`src/rtl/mem_stage_pkg.sv`:
```
// Shared types and encodings for the dual-slot memory stage.
package mem_stage_pkg;
  localparam int DATA_W    = 32;
  localparam int NUM_SLOTS = 2;

  typedef enum logic [1:0] {ST_IDLE = 2'd0, ST_REQ = 2'd1, ST_WAIT = 2'd2} state_e;

  localparam logic [2:0] F3_LB  = 3'b000;
  localparam logic [2:0] F3_LH  = 3'b001;
  localparam logic [2:0] F3_LW  = 3'b010;
  localparam logic [2:0] F3_LBU = 3'b100;
  localparam logic [2:0] F3_LHU = 3'b101;
  localparam logic [2:0] F3_SB  = 3'b000;
  localparam logic [2:0] F3_SH  = 3'b001;
  localparam logic [2:0] F3_SW  = 3'b010;

  localparam logic [1:0] SZ_B = 2'b00;
  localparam logic [1:0] SZ_H = 2'b01;

  localparam logic [3:0] BE_B0 = 4'b0001;
  localparam logic [3:0] BE_LO = 4'b0011;
  localparam logic [3:0] BE_HI = 4'b1100;
  localparam logic [3:0] BE_W  = 4'b1111;

  typedef struct packed {
    logic              valid;
    logic [DATA_W-1:0] alu;
    logic [DATA_W-1:0] sdata;
    logic              rd_we;
    logic [4:0]        rd;
    logic              ld;
    logic              st;
    logic [2:0]        f3;
  } slot_t;
endpackage

```
`src/rtl/mem_stage_lsu_align.sv`:
```
// Byte-lane steering for stores, load extraction/extension, alignment check.
module lsu_align
  import mem_stage_pkg::*;
(
  input  logic [1:0]        addr_lo,
  input  logic [2:0]        f3,
  input  logic [DATA_W-1:0] sdata,
  input  logic [DATA_W-1:0] rdata,
  output logic [3:0]        be,
  output logic [DATA_W-1:0] wdata,
  output logic [DATA_W-1:0] ldata,
  output logic              misalign
);
  logic [DATA_W-1:0] rsh;
  logic [7:0]        b;
  logic [15:0]       h;

  always_comb begin
    rsh      = rdata >> {addr_lo, 3'b000};
    b        = rsh[7:0];
    h        = addr_lo[1] ? rdata[31:16] : rdata[15:0];
    be       = BE_W;
    wdata    = sdata;
    ldata    = rdata;
    misalign = 1'b0;
    case (f3[1:0])
      SZ_B: begin
        be    = BE_B0 << addr_lo;
        wdata = {4{sdata[7:0]}};
        ldata = f3[2] ? {24'd0, b} : {{24{b[7]}}, b};
      end
      SZ_H: begin
        be       = addr_lo[1] ? BE_HI : BE_LO;
        wdata    = {2{sdata[15:0]}};
        ldata    = f3[2] ? {16'd0, h} : {{16{h[15]}}, h};
        misalign = addr_lo[0];
      end
      default: misalign = (addr_lo != 2'b00);
    endcase
  end
endmodule

```
`src/rtl/mem_stage.sv`:
```
// Dual-slot MEM stage: one load/store per bundle over a req/gnt/rvalid port.
module mem_stage
  import mem_stage_pkg::*;
#(
  parameter int ADDR_W = 32,
  parameter int XLEN   = DATA_W
) (
  input  logic              clk_i,
  input  logic              rst_i,
  input  logic              valid0_i,
  input  logic              valid1_i,
  input  logic [XLEN-1:0]   alu0_i,
  input  logic [XLEN-1:0]   alu1_i,
  input  logic [XLEN-1:0]   sdata0_i,
  input  logic [XLEN-1:0]   sdata1_i,
  input  logic              rd_we0_i,
  input  logic              rd_we1_i,
  input  logic [4:0]        rd0_i,
  input  logic [4:0]        rd1_i,
  input  logic              ld0_i,
  input  logic              st0_i,
  input  logic              ld1_i,
  input  logic              st1_i,
  input  logic [2:0]        f3_0_i,
  input  logic [2:0]        f3_1_i,
  output logic              stall_o,
  output logic              wm0_o,
  output logic [4:0]        am0_o,
  output logic              wm1_o,
  output logic [4:0]        am1_o,
  output logic [XLEN-1:0]   bypass_lsu0_o,
  output logic [XLEN-1:0]   bypass_lsu1_o,
  output logic              dmem_req_o,
  output logic              dmem_we_o,
  output logic [ADDR_W-1:0] dmem_addr_o,
  output logic [3:0]        dmem_be_o,
  output logic [XLEN-1:0]   dmem_wdata_o,
  input  logic              dmem_gnt_i,
  input  logic              dmem_rvalid_i,
  input  logic [XLEN-1:0]   dmem_rdata_i,
  output logic              wb_valid0_o,
  output logic              wb_valid1_o,
  output logic              wb_we0_o,
  output logic              wb_we1_o,
  output logic [4:0]        wb_rd0_o,
  output logic [4:0]        wb_rd1_o,
  output logic [XLEN-1:0]   wb_data0_o,
  output logic [XLEN-1:0]   wb_data1_o,
  output logic              misalign_o
);
  slot_t [NUM_SLOTS-1:0] in_s, mem_q;
  state_e state_q, state_d;

  logic [NUM_SLOTS-1:0]             is_mem, wm, wb_v_d, wb_we_d, wb_v_q, wb_we_q;
  logic [NUM_SLOTS-1:0][4:0]        wb_rd_q;
  logic [NUM_SLOTS-1:0][DATA_W-1:0] wb_data_d, wb_data_q;

  logic              sel, has_mem, req, done, retire, fault;
  logic [DATA_W-1:0] op_alu, op_sdata, al_wdata, al_ldata;
  logic              op_ld, op_st, mis;
  logic [2:0]        op_f3;
  logic [3:0]        al_be;

  assign in_s[0] = {valid0_i, alu0_i, sdata0_i, rd_we0_i, rd0_i, ld0_i, st0_i, f3_0_i};
  assign in_s[1] = {valid1_i, alu1_i, sdata1_i, rd_we1_i, rd1_i, ld1_i, st1_i, f3_1_i};

  // Slot 0 has priority; slot 1 is served only when slot 0 carries no mem op.
  assign sel      = ~is_mem[0];
  assign has_mem  = |is_mem;
  assign op_alu   = mem_q[sel].alu;
  assign op_sdata = mem_q[sel].sdata;
  assign op_ld    = mem_q[sel].ld;
  assign op_st    = mem_q[sel].st;
  assign op_f3    = mem_q[sel].f3;

  lsu_align u_align (
    .addr_lo  (op_alu[1:0]),
    .f3       (op_f3),
    .sdata    (op_sdata),
    .rdata    (dmem_rdata_i),
    .be       (al_be),
    .wdata    (al_wdata),
    .ldata    (al_ldata),
    .misalign (mis)
  );

  // The request goes out from IDLE already so a granted store retires in one cycle.
  always_comb begin
    state_d = state_q;
    req     = 1'b0;
    done    = 1'b0;
    case (state_q)
      ST_IDLE: if (has_mem) begin
        if (mis) done = 1'b1;
        else begin
          req = 1'b1;
          if (!dmem_gnt_i) state_d = ST_REQ;
          else if (op_st)  done    = 1'b1;
          else             state_d = ST_WAIT;
        end
      end
      ST_REQ: begin
        req = 1'b1;
        if (dmem_gnt_i) begin
          if (op_st) begin done = 1'b1; state_d = ST_IDLE; end
          else state_d = ST_WAIT;
        end
      end
      ST_WAIT: if (dmem_rvalid_i) begin done = 1'b1; state_d = ST_IDLE; end
      default: state_d = ST_IDLE;
    endcase
  end

  assign fault      = (state_q == ST_IDLE) & has_mem & mis;
  assign misalign_o = fault;
  assign stall_o    = has_mem & ~done;
  assign retire     = (mem_q[0].valid | mem_q[1].valid) & ~stall_o;

  assign dmem_req_o   = req;
  assign dmem_we_o    = req & op_st;
  assign dmem_addr_o  = req ? {op_alu[ADDR_W-1:2], 2'b00} : '0;
  assign dmem_be_o    = req ? al_be : 4'd0;
  assign dmem_wdata_o = req ? al_wdata : '0;

  for (genvar i = 0; i < NUM_SLOTS; i++) begin : g_slot
    logic here;
    assign here         = has_mem & (sel == 1'(i));
    assign is_mem[i]    = mem_q[i].valid & (mem_q[i].ld | mem_q[i].st);
    assign wm[i]        = mem_q[i].valid & mem_q[i].rd_we & (mem_q[i].rd != 5'd0) & ~mem_q[i].ld;
    assign wb_v_d[i]    = mem_q[i].valid;
    assign wb_we_d[i]   = mem_q[i].valid & mem_q[i].rd_we & ~(fault & here);
    assign wb_data_d[i] = (here & op_ld) ? al_ldata : mem_q[i].alu;
  end

  always_ff @(posedge clk_i) begin
    if (rst_i) begin
      state_q   <= ST_IDLE;
      mem_q     <= '0;
      wb_v_q    <= '0;
      wb_we_q   <= '0;
      wb_rd_q   <= '0;
      wb_data_q <= '0;
    end else begin
      assert (!(&is_mem));
      state_q <= state_d;
      if (!stall_o) mem_q <= in_s;
      wb_v_q  <= retire ? wb_v_d  : '0;
      wb_we_q <= retire ? wb_we_d : '0;
      if (retire) begin
        wb_rd_q   <= {mem_q[1].rd, mem_q[0].rd};
        wb_data_q <= wb_data_d;
      end
    end
  end

  assign wm0_o         = wm[0];
  assign wm1_o         = wm[1];
  assign am0_o         = mem_q[0].rd;
  assign am1_o         = mem_q[1].rd;
  assign bypass_lsu0_o = mem_q[0].alu;
  assign bypass_lsu1_o = mem_q[1].alu;
  assign wb_valid0_o   = wb_v_q[0];
  assign wb_valid1_o   = wb_v_q[1];
  assign wb_we0_o      = wb_we_q[0];
  assign wb_we1_o      = wb_we_q[1];
  assign wb_rd0_o      = wb_rd_q[0];
  assign wb_rd1_o      = wb_rd_q[1];
  assign wb_data0_o    = wb_data_q[0];
  assign wb_data1_o    = wb_data_q[1];
endmodule

```
`config.mk`:
```
export PLATFORM = sky130hd
export DESIGN_NAME = mem_stage
export DESIGN_NICKNAME = d
export VERILOG_FILES = /design/src/rtl/mem_stage_pkg.sv /design/src/rtl/mem_stage_lsu_align.sv /design/src/rtl/mem_stage.sv
export SDC_FILE = /design/constraint.sdc
export NUM_CORES = 1
export LEC_CHECK = 0
export ABC_CLOCK_PERIOD_IN_PS = 10750
export CAP_MARGIN = 40
export CORE_MARGIN = 1.5
export CORE_UTILIZATION = 51
export DETAILED_ROUTE_END_ITERATION = 8
export PLACE_DENSITY_LB_ADDON = 0.08
export SLEW_MARGIN = 15
export SYNTH_ARGS = -nofsm -noshare
export SYNTH_HDL_FRONTEND = slang
export SYNTH_HIERARCHICAL = 1
export SYNTH_SLANG_ARGS = --single-unit
```
`constraint.sdc`:
```
create_clock -name clk_i -period 10.75 [get_ports clk_i]
set_input_delay 2.15 -clock clk_i [delete_from_list [all_inputs] [get_ports clk_i]]
set_output_delay 2.15 -clock clk_i [all_outputs]
set_load 0.02 [all_outputs]
```
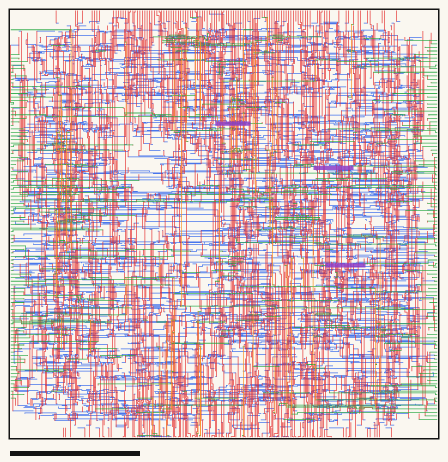
Figure 1: run 1, signal wires by layer.
Scale bar: 50 um.
| color | layer | wire length |
|---|---|---|
| purple | metal 5 | 39.6 um |
| orange | metal 4 | 1710 um |
| green | metal 3 | 4500 um |
| red | metal 2 | 22.9 mm |
| blue | metal 1 | 18700 um |
total number of vias: 13472
GR Util All Layers: 33.83%
mean routed wirelength per cell: 20.82 um
Routed WL: 47790 um

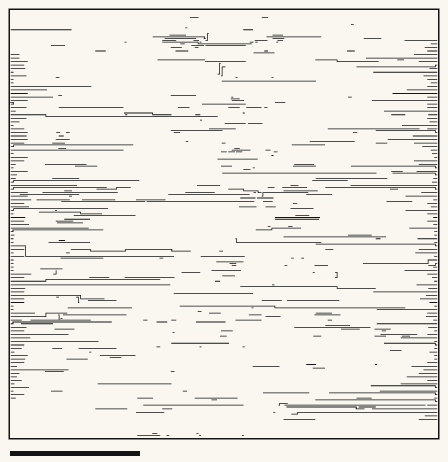
Figure 2: run 1, met3 routing.
Scale bar: 50 um.
share of all routed wire: 9.4%
longest straight run: 65.8 um
main direction: horizontal
wire length on this layer: 4500 um

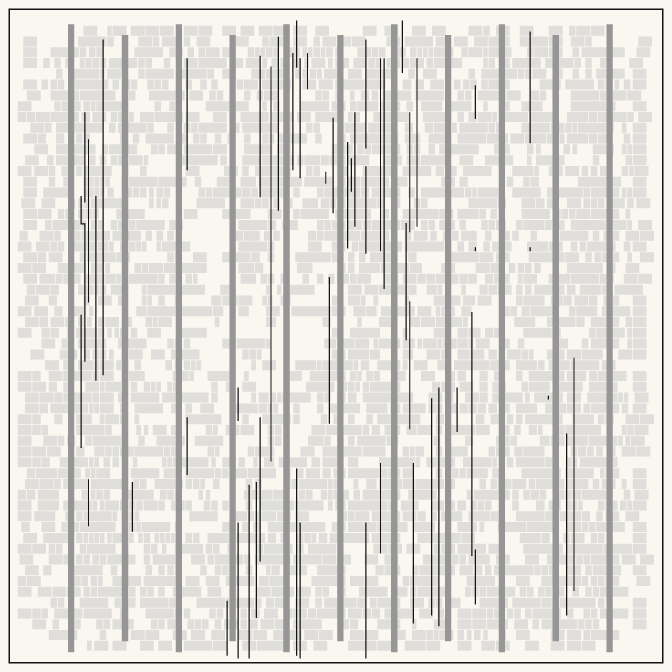
Figure 3: run 1, signal wires on met4.
Supply wires on this layer in gray.
longest straight run: 99.3 um
wire length on this layer: 1710 um
share of all routed wire: 3.6%
nets with wire on the layer: 46
main direction: vertical

==> impl_metrics.env, run 1 <==
# yosys + openroad results
export IMPL_final_cell_count_no_fill=2295
export IMPL_grt_max_degree=115
export IMPL_row_count=58
export IMPL_holdWs_ns=0.4627
export IMPL_r2r_start="mem_q[75]"
export IMPL_maxCapViolations=0
export IMPL_seqPwrFrac_pct=37.3
export IMPL_grt_pass1_vias=12409
export IMPL_fillCellCount=2132
export IMPL_grt_antenna_before_repair=13
export IMPL_cts_sinks=232
export IMPL_clock_fmax_ghz=0.1288
export IMPL_syn2layout_area_growth_pct=33.47
export IMPL_fp_util_pct=52.41
export IMPL_relSlewSlack_pct=41.96
export IMPL_num_antenna_cells=10
export IMPL_logic_area_sq_um=7261
export IMPL_yosysCellCount=1730
export IMPL_r2r_end="wb_data0_o[17]"
export IMPL_ff_count=232
export IMPL_cts_setup_buffers=0
export IMPL_max_stage_delay_ns=0.88
export IMPL_seq_share_pct=26.23
export IMPL_comb_share_pct=40.99
export IMPL_synth_top_cell_by_area="dfxtp_1"
export IMPL_grt_pass1_wl_um=70840
export IMPL_nNonClkBuffers=435
export IMPL_worst_r2r_path_depth=12
export IMPL_tightestPinTransition_ns=0.8692
export IMPL_cp_depth=10
export IMPL_drtIter0Drc=1410
export IMPL_die_w_um=164.3
export IMPL_synth_flop_count=232
export IMPL_worst_ep_required_time_ns=8.60
export IMPL_cts_buffers=26
export IMPL_final_clkbuf_count=31
export IMPL_viasPerCell=5.870
export IMPL_die_y_um=164.3
export IMPL_final_core_util_pct=69.94
export IMPL_die_area_sq_um=27000
export IMPL_p_sw_uw=866.6
export IMPL_dpl_hpwl_um=32390
export IMPL_period_minus_slack_ns=7.766
export IMPL_clk_pin_slew_worst_paths_ns=0.07
export IMPL_status="finished clean"
export IMPL_async_reset_ff_share_pct=0
export IMPL_period_used_pct=72.24
export IMPL_ys_warn_count=6
export IMPL_dp_cells=2238
export IMPL_hp_start="mem_q[2]"
export IMPL_power_leader="registers"
export IMPL_io_buffers=411
export IMPL_critPathLaunchType="flop"
export IMPL_gp_congestion=0.8646
export IMPL_route_detailed_drc=0
export IMPL_cp_cell_sequence="o21a_4 -> buf_4 -> nand2_1 -> nand2_1 -> a21oi_1 -> nor2_1 -> mux2i_1 -> o2bb2ai_4 -> nor2_1 -> clkdlybuf4s50_1"
export IMPL_largest_reg_flops=78
export IMPL_path_max_fanout=64
export IMPL_ys_seq_share_pct=34.99
export IMPL_finalMaxSlewViolations=0
export IMPL_p_leak_nw=6.462
export IMPL_clockBufferDepth=3
export IMPL_crit_family="AND-OR/OR-AND gates"
export IMPL_powerDensity_nw_per_um2=151.4
export IMPL_comb_cells=1235
export IMPL_edf_count=0
export IMPL_syn_inst=1730
export IMPL_powerClk_uw=925
export IMPL_critPathArrivalTime_ns=5.62
export IMPL_p_comb_share_pct=28.3
export IMPL_worst_path_buf_inv=2
export IMPL_critPathCapture="stall_o"
export IMPL_finalHoldViolCount=0
export IMPL_htree_levels=1
export IMPL_syn_area_sq_um=13270
export IMPL_ant_nets=0
export IMPL_dr_pass1_iters=6
export IMPL_top_cell_area_share_pct=34.99
export IMPL_top_register="mem_q"
export IMPL_rsz0062_at_grt="false"
export IMPL_endpoint_kind="primary output"
export IMPL_top_cells_by_area="dfxtp_1 35%, a21oi_1 9.4%, nand3_1 8.1%, o21ai_0 7.3%, mux2_4 6.4%"
export IMPL_drive_above_1_share_pct=8.900
export IMPL_cts_tree="built"
export IMPL_clkLatencyLatePin_ns=0.53
export IMPL_warnings=29
export IMPL_p_seq_uw=999
export IMPL_cts_resized=0
export IMPL_max_vdd_ir_drop_v=0.00009646
export IMPL_path_class="reg -> out"
export IMPL_swShare_pct=32.30
export IMPL_r2r_slack_ns=5.05
export IMPL_p_int_mw=1.816
export IMPL_dominant_cell_class="combinational gates"
export IMPL_nNetsFinal=2124
[run 1: Yosys cell counts, types with 7 or more instances]
cell	n
clkbuf_1	126
nor2_1	19
mux2_4	57
buf_1	10
dfxtp_1	232
mux2i_1	27
o21ai_0	194
buf_4	87
nand2_1	225
a221o_1	7
nand2b_1	20
buf_2	23
nor2b_1	83
buf_6	12
a21oi_1	250
a22oi_1	8
nand3_1	216
o221ai_1	8
o22ai_1	16
and2_1	39
mux2_2	26
[run 1: cell families after synthesis]
family / after synthesis / share of synthesized area, %
AOI/OAI and AO/OA: 507 / 20.99
DFF: 232 / 34.99
buffers and inverters: 264 / 10.82
other: 1 / 0.02825
and+or+nand+nor: 616 / 22.47
muxes: 110 / 10.69
[run 1: metrics by stage]
| stage | cell area [sq um] | setup slack, ns |
|---|---|---|
| floorplan | 13280 | 5.456 |
| global placement | 16570 | 3.685 |
| detailed placement | 16800 | 3.608 |
| CTS | 17690 | 3.007 |
| global route | 17710 | 2.742 |
| finish | 17710 | 2.984 |
[run 1: layout by cell type (no fill, tap or decap), types with 6 or more instances in the layout]
cell type and count:
mux2_4 57, nand2b_1 20, o221ai_1 8, clkinv_2 9, buf_4 15, dfxtp_1 230
and2_1 39, mux2i_1 27, inv_1 6, clkdlybuf4s50_1 410, diode_2 10, clkbuf_16 27
nand2_1 224, nand3_1 216, a21oi_1 249, a22oi_1 8, mux2_2 26, o22ai_1 16
o21ai_0 194, a221o_1 7, buf_16 7, nor2_1 19, nor2b_1 83
[run 1: per-layer routing]
metal | up-vias | wire [um] | global-route usage (%)
li1 | 6318 | - | -
met4 | 6 | 1709 | 14.01
met5 | - | 39 | 0
met3 | 117 | 4504 | 8.535
met1 | 6394 | 18670 | 41.25
met2 | 637 | 22870 | 56.62
Figure 4. Cell outlines without signal wires (run 1).
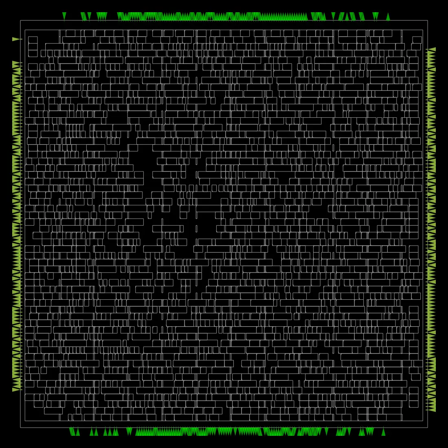

## Run 2: what changed since run 1
--- a/config.mk
+++ b/config.mk
@@ -5,10 +5,10 @@
 export SDC_FILE = /design/constraint.sdc
 export NUM_CORES = 1
 export LEC_CHECK = 0
-export ABC_CLOCK_PERIOD_IN_PS = 10750
+export ABC_CLOCK_PERIOD_IN_PS = 8100
 export CAP_MARGIN = 40
 export CORE_MARGIN = 1.5
-export CORE_UTILIZATION = 51
+export CORE_UTILIZATION = 48
 export DETAILED_ROUTE_END_ITERATION = 8
 export PLACE_DENSITY_LB_ADDON = 0.08
 export SLEW_MARGIN = 15
==> constraint.sdc (replaced) <==
create_clock -name clk_i -period 8.1 [get_ports clk_i]
set_input_delay 1.62 -clock clk_i [delete_from_list [all_inputs] [get_ports clk_i]]
set_output_delay 1.62 -clock clk_i [all_outputs]
set_load 0.02 [all_outputs]
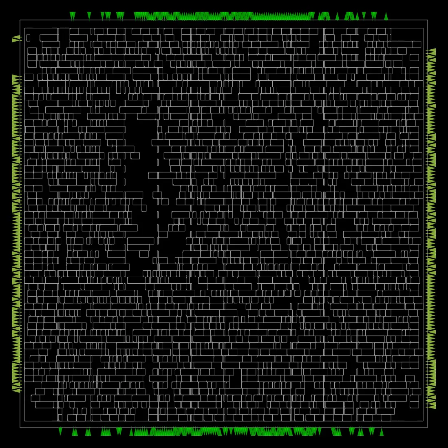
Figure 5: run 2, cell outlines without signal wires.
Seq/total area: 26.43%
Final Non-Filler Cells: 2299
Filler cells: 2341
final cell utilization of the core: 65.06%
# rows: 60

==> run 2 against run 1 <==
  * Sequential cell count unchanged
  * Design area down 0.73%
  * Sequential power up 33%
  * Routed wire length up 0.30%
  * Critical path type unchanged
  * Highest routed layer unchanged
  * Clock skew down 0.0028 ns
  * Synthesized area unchanged
==> impl_metrics.env, run 2 <==
# yosys + openroad results
export IMPL_grt_overflow_total=0
export IMPL_yosysMostFrequentCell="a21oi_1"
export IMPL_critPathArrivalTime_ns=5.04
export IMPL_root_buffer="clkbuf_16"
export IMPL_grt_pass1_vias=12495
export IMPL_status="finished clean"
export IMPL_nNetsFinal=2123
export IMPL_cts_tree="built"
export IMPL_finalSetupTns_ns=0
export IMPL_tightestPinTransition_ns=0.8681
export IMPL_holdWs_ns=0.4613
export IMPL_period_used_pct=82.24
export IMPL_gp_congestion=0.9096
export IMPL_drive_above_1_share_pct=8.645
export IMPL_yosys_area_sq_um=13270
export IMPL_ant_nets=0
export IMPL_finalHoldViolCount=0
export IMPL_period_minus_slack_ns=6.661
export IMPL_die_w_um=169.3
export IMPL_dp_cells=2247
export IMPL_path_max_fanout=42
export IMPL_ios=414
export IMPL_critPathLaunchType="flop"
export IMPL_hold_path_class="reg -> reg"
export IMPL_clkLatencyLatePin_ns=0.54
export IMPL_top_layer_used="met5"
export IMPL_powerDensity_nw_per_um2=198.9
export IMPL_p_leak_nw=6.408
export IMPL_dr_pass1_iters=5
export IMPL_worst_ep_required_time_ns=6.48
export IMPL_total_power_mw=3.498
export IMPL_top_usage_layer="met2"
export IMPL_cts_setup_buffers=0
export IMPL_max_stage_delay_ns=0.89
export IMPL_syn2layout_area_growth_pct=32.49
export IMPL_cpMaxStageDelayCell="dfxtp_2"
export IMPL_core_region_area_sq_um=27030
export IMPL_ys_seq_share_pct=34.99
export IMPL_ys_warn_count=6
export IMPL_cts_resized=0
export IMPL_avgSynthCellArea_sq_um=7.672
export IMPL_clk_pin_slew_worst_paths_ns=0.06
export IMPL_cts_buffers=26
export IMPL_synth_top_cell_by_area="dfxtp_1"
export IMPL_grt_use_total_pct=32.21
export IMPL_syn_area_sq_um=13270
export IMPL_seq_area_sq_um=4647
export IMPL_clockBufferDepth=3
export IMPL_largest_reg_flops=78
export IMPL_worst_path_buf_inv=3
export IMPL_hold_buffers=0
export IMPL_synthDistinctLibCells=51
export IMPL_synth_cells_most_frequent="250 x a21oi_1, 232 x dfxtp_1, 225 x nand2_1"
export IMPL_layout_setup_ws_ns=1.439
export IMPL_edf_count=0
export IMPL_dr_total_vias=13359
export IMPL_syn_inst=1730
export IMPL_grt_max_degree=119
export IMPL_rsz0062_at_grt="false"
export IMPL_logic_area_sq_um=7259
export IMPL_crit_family="buffers and inverters"
export IMPL_clock_fmax_ghz=0.1501
export IMPL_lay_top_cells="410 x clkdlybuf4s50_1, 250 x a21oi_1, 230 x dfxtp_1"
export IMPL_m1WireLength_um=19450
export IMPL_io_buffers=411
export IMPL_route_detailed_drc=0
export IMPL_relSlewSlack_pct=42.13
export IMPL_drtIter0Drc=1284
export IMPL_grt_antenna_before_repair=4
export IMPL_viasPerCell=5.811
export IMPL_endpoint_kind="primary output"
export IMPL_gr_usage_met3_pct=7.229
export IMPL_ff_type="dfxtp_1"
export IMPL_yosysCellCount=1730
export IMPL_die_area_sq_um=28660
export IMPL_top_register="mem_q"
export IMPL_maxCapViolations=0
export IMPL_final_setup_viol_count=0
export IMPL_path_class="reg -> out"
export IMPL_grtUsageMet2_pct=53.68
export IMPL_grt_util_met1_pct=40.71
export IMPL_grt_pass1_wl_um=72910
export IMPL_wl_per_cell_um=20.85
export IMPL_top_cell_area_share_pct=34.99
export IMPL_placed_area_sq_um=16710
export IMPL_top_cells_by_area="dfxtp_1 35%, a21oi_1 9.4%, nand3_1 8.1%, o21ai_0 7.3%, mux2_4 6.4%"
export IMPL_finClkSkew_ns=0.01542
export IMPL_finalMaxSlewViolations=0
export IMPL_r2r_slack_ns=3.08
export IMPL_warnings=28
export IMPL_fp_util_pct=49.11
export IMPL_cp_cell_sequence="o21ai_4 -> buf_4 -> nand2_1 -> nand2_1 -> a21oi_1 -> nor2_1 -> a21oi_1 -> o21ai_4 -> inv_1 -> and2_1 -> clkdlybuf4s50_1"
export IMPL_lay_top_count="clkdlybuf4s50_1"
export IMPL_dr_wl_met2_um=22670
export IMPL_cts_sinks=232
export IMPL_htree_levels=1
export IMPL_synth_flop_count=232
export IMPL_routed_wl_um=47940
export IMPL_pre_cts_ws_ns=2.075
export IMPL_die_y_um=169.3
export IMPL_final_cell_area_sq_um=17580
export IMPL_max_vdd_ir_drop_v=0.0001566
export IMPL_met3_wirelength_um=4075
export IMPL_async_reset_ff_share_pct=0
export IMPL_dpl_hpwl_um=32600
## run 2: netlist changes by cell type in the layout (fill, tap and decap cells not counted), moves of 2 or more
cell	before	now
buf_16	7	4
bufinv_16	3	1
diode_2	10	3
buf_4	15	18
clkinv_2	9	7
clkbuf_1	1	6
## run 2: worst paths after layout
path / start / endpoint / cells after the start
setup / recovery: mem_q[75] / dmem_wdata_o[21] / 11
hold reg to reg: mem_q[115] / mem_q[115] / 2
hold / removal: mem_q[115] / mem_q[115] / 2
setup reg to reg: mem_q[4] / wb_data0_o[13] / 13
## run 2: worst reg2reg max path, stage by stage, from the launching register on
cell and delay, ns:
dfxtp_2 0.55, o21ai_4 0.70, buf_4 0.45, nand2_1 0.10, nand2_1 0.62, a21oi_1 0.14, nor2_1 0.26, mux2i_1 0.21
o2bb2ai_4 0.17, buf_4 0.49, buf_4 0.34, o22ai_4 0.10, buf_4 0.36, mux2_4 0.42
## run 2: area by class of cell
type,count,area share (%)
Timing Repair Buffer,434,24.90
Multi-Input combinational cell,1235,41.28
Tap cell,341,2.426
Clock inverter,11,0.5052
Antenna cell,3,0.04269
Clock buffer,37,4.283
Sequential cell,232,26.43
Inverter,6,0.1281
## run 2: power breakdown
group | total, mW | leakage (nW) | switching [mW] | internal, mW
combinational | 0.998 | 4.08 | 0.560 | 0.439
clock | 1.17 | 0.415 | 0.493 | 0.679
sequential | 1.33 | 1.92 | 0.0908 | 1.24
## run 2: cell families after synthesis
family	share of synthesized area (%)
muxes	10.69
DFF	34.99
AOI/OAI and AO/OA	20.99
buffers and inverters	10.82
other	0.02825
and+or+nand+nor	22.47
Power and IR drop assume default switching activity.
